Design gate_delay_pipe, sky130hd; sources not shown.
### Wiring heat map

Scale: 4 px per um. 18 x 18 tiles, from dark blue (low) to red (high), scaled to the fullest tile. Values are wire area over tile area, all layers added.
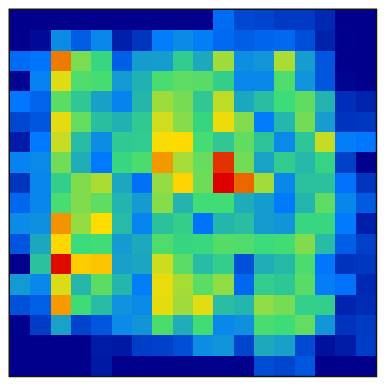
tiles over half the peak: 27%
nearly empty tiles: 13%
fullest tile: 0.49
Vias: 3581
total global-route track usage: 0.235
routed wire length: 8980 um
Routed wire per std cell: 12.6 um

### Placed standard cells

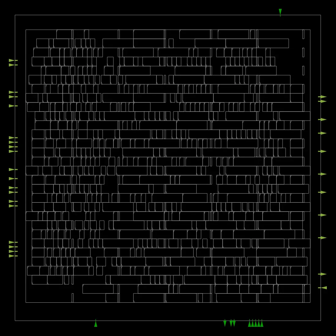
Core Util, Final: 0.752
Layout Cells excl Fill: 711
seq_cells: 76
n_taps: 96
Fillers: 503

### I/O nets highlighted

Scale: 4 px per um.
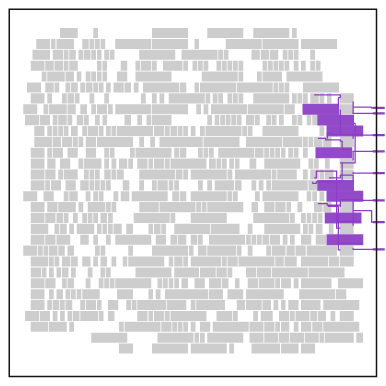
[`X`] purple | direction: output | edge: right | end cells: 8 | buffers: 8 | wire: 192 um
# IOs: 40
IO buf count: 39

### Routed metal, one color a layer

Scale: 4 px per um. Only two layers are drawn.
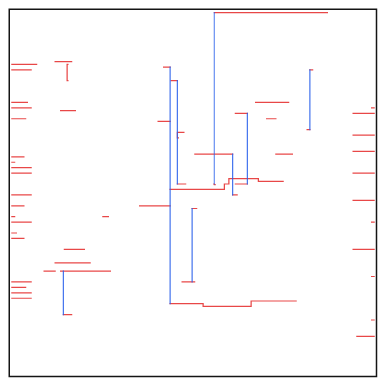
[met3] red | wire length: 305 um
[met4] blue | wire length: 200 um

==> results_dict.tcl <==
# yosys + openroad results
set metrics [dict create \
    crit_top_cell "nand2_1" \
    row_count 30 \
    grt_first_pass_wirelength_um 16000 \
    clockBufferDepth 2 \
    ys_seq_frac 0.457 \
    crit_type "input pin to flop" \
    warning_count 34 \
    clk_pin_slew_ns 0.08 \
    synth_cells 526 \
    htreeDepth 3 \
    ys_top_cells_by_area "dfrtp_1, nand2_1, nor2_1" \
    synthSimpleGateAreaFrac 0.350 \
    grt_pass1_vias 3656 \
    ff_type "dfrtp_1" \
    required_ns 2.59 \
    drc_errors 0 \
    worst_pin_slew_ns 0.495 \
    gr-usage-met3 0.0389 \
    finalCritPeriodShare 0.893 \
    final_cell_mix "nand2_1, nor2_1, dfrtp_1" \
    fin_skew_ns 0.00797 \
    final_net_count 653 \
    die_x_um 91.4 \
    ys.flops 76 \
    r2r_slack_ns 0.38 \
    syn-cell-area_um2 4160 \
    startpoint_type "input pin" \
    hold_buffers 0 \
    yosys.area.top_type_share 0.451 \
    yosysUniqueCellTypes 37 \
    edf_count 0 \
    worst-path-buf-inv 7 \
    cap_violations 0 \
    wl_met2_um 4830 \
    ys_warn_count 0 \
    drive_gt1_frac 0.177 \
    synth_chip_area_um2 4160 \
    grt_max_degree 77 \
    hpwl_um 6730 \
    worstSetupPathDepth 20 \
    crit_chain "clkdlybuf4s50_1 -> inv_1 -> nand2_2 -> inv_2 -> nand2_2 -> nand2_4 -> inv_2 -> buf_12 -> nor2_8 -> buf_4 -> nand2_1 -> nand2_1 -> inv_1 -> nand2_1 -> nand2_1 -> nand2_1 -> nand2_1 -> nand2_1 -> nand2_1 -> nand2_1" \
    arrival_ns 2.34 \
    first_pass_iters 4 \
    wl_met1_um 3640 \
    critPathCaptureType "flop" \
    top_layer_used "met4" \
    fp.coreArea_um2 6940 \
    synth-async-reset-ratio 1.00 \
    syn_nets 569 \
    clk_latency_ns 0.35 \
    via_per_inst 5.04 \
    powerDensity_nw_per_um2 717 \
    met3RoutedLength_um 304 \
    outcome "complete, no violations" \
    ant_nets 0 \
    ff2ff_path_depth 16 \
    drv_slew 0 \
    layout_top_cell "nand2_1" \
    setup_viol 0 \
    antenna_cells 0 \
    slowest_stage "clkdlybuf4s50_1" \
    timing_hold_violations_final 0 \
    die_h_um 91.4 \
    top_usage_layer "met2" \
    max_slew_margin 0.669 \
    grt_antenna_before_repair 0 \
    logic_family "simple AND/OR/NAND/NOR gates" \
    rsz0062_at_grt "false" \
    synth_top_cell_by_area "dfrtp_1" \
    cts_root_buf "clkbuf_8" \
    final.min_clock_period_ns 2.05 \
    leakage_nw 2.74 \
    path_max_fanout 10 \
    first_iter_violations 154 \
    overflow 0 \
    use_met2 0.432 \
    p_total_w 0.00375 \
    ir_drop_uv 404 \
    ys_cells 526 \
    met1_usage 0.269 \
    synthAoiAreaFrac 0.0520 \
    max_freq_ghz 0.487 \
    area_delta_synth_final_pct 25.6 \
    critical_path.top_delay_family "buffers and inverters" \
    cts_made_buffers 9 \
    largest_reg_flops 48 \
    critPathMaxStageDelay_ns 0.39 \
    clock-sinks 76 \
    fp_util 0.599 \
    syn_area_per_cell_um2 7.91 \
    dieArea_um2 8360 \
    fa_ha_area_frac 0.0481 \
    xor_share 0 \
    mux_area_frac 0.00271 \
    cts_tree "done" \
    hold_path.class "input pin to async pin" \
]
## final cells by class
| class | instances | area, um^2 | share of cell area |
|---|---|---|---|
| clock buffers | 10 | 128 | 0.0244 |
| clock inverters | 6 | 88.8 | 0.0170 |
| inverters | 73 | 279 | 0.0534 |
| multi-input cells | 361 | 1890 | 0.362 |
| flip-flops and latches | 76 | 1900 | 0.364 |
| well taps | 96 | 120 | 0.0230 |
| repair buffers | 89 | 813 | 0.156 |
## synth_stat cells (2+ instances only)
library cell and count:
nor2_2 2, nand2_2 7, inv_1 65, o21ai_0 7, inv_2 7, nand4_1 22
dfrtp_1 75, buf_6 3, nand3_1 25, nand4_4 2, nand3_4 2, nor2_4 4
nand2_1 148, nor2_1 82, clkbuf_1 2, nor3_1 2, nand3_2 2, a31oi_1 4
o211ai_1 6, buf_1 2, a21oi_1 15, or2_2 5, buf_2 8, ha_1 16
## what timing repair did
action	4_1_cts	5_1_grt
setup endpoints to repair	0	4
setup buffers	0	0
gates resized	0	3
hold endpoints to repair	0	0
## report_power, final
part / switching, W / internal, W / total, W
logic: 0.000612 / 0.000375 / 0.000987
clock network: 0.000492 / 0.000611 / 0.00110
registers: 0.000109 / 0.00155 / 0.00166
total: 0.00121 / 0.00253 / 0.00375
## per-stage QoR
stage | area, um^2 | setup TNS, ns | worst slack, ns | std cells | hold WS [ns]
2_1_floorplan | 4160 | 0 | 0.317 | 526 | 0.0494
3_3_place_gp | 5000 | -0.709 | -0.110 | 695 | 0.350
3_5_place_dp | 5000 | -1.42 | -0.198 | 695 | 0.353
4_1_cts | 5210 | 0 | 0.138 | 711 | 0.0281
5_1_grt | 5230 | 0 | 0.0450 | 711 | 0.0391
6_report | 5230 | 0 | 0.247 | 711 | 0.00753
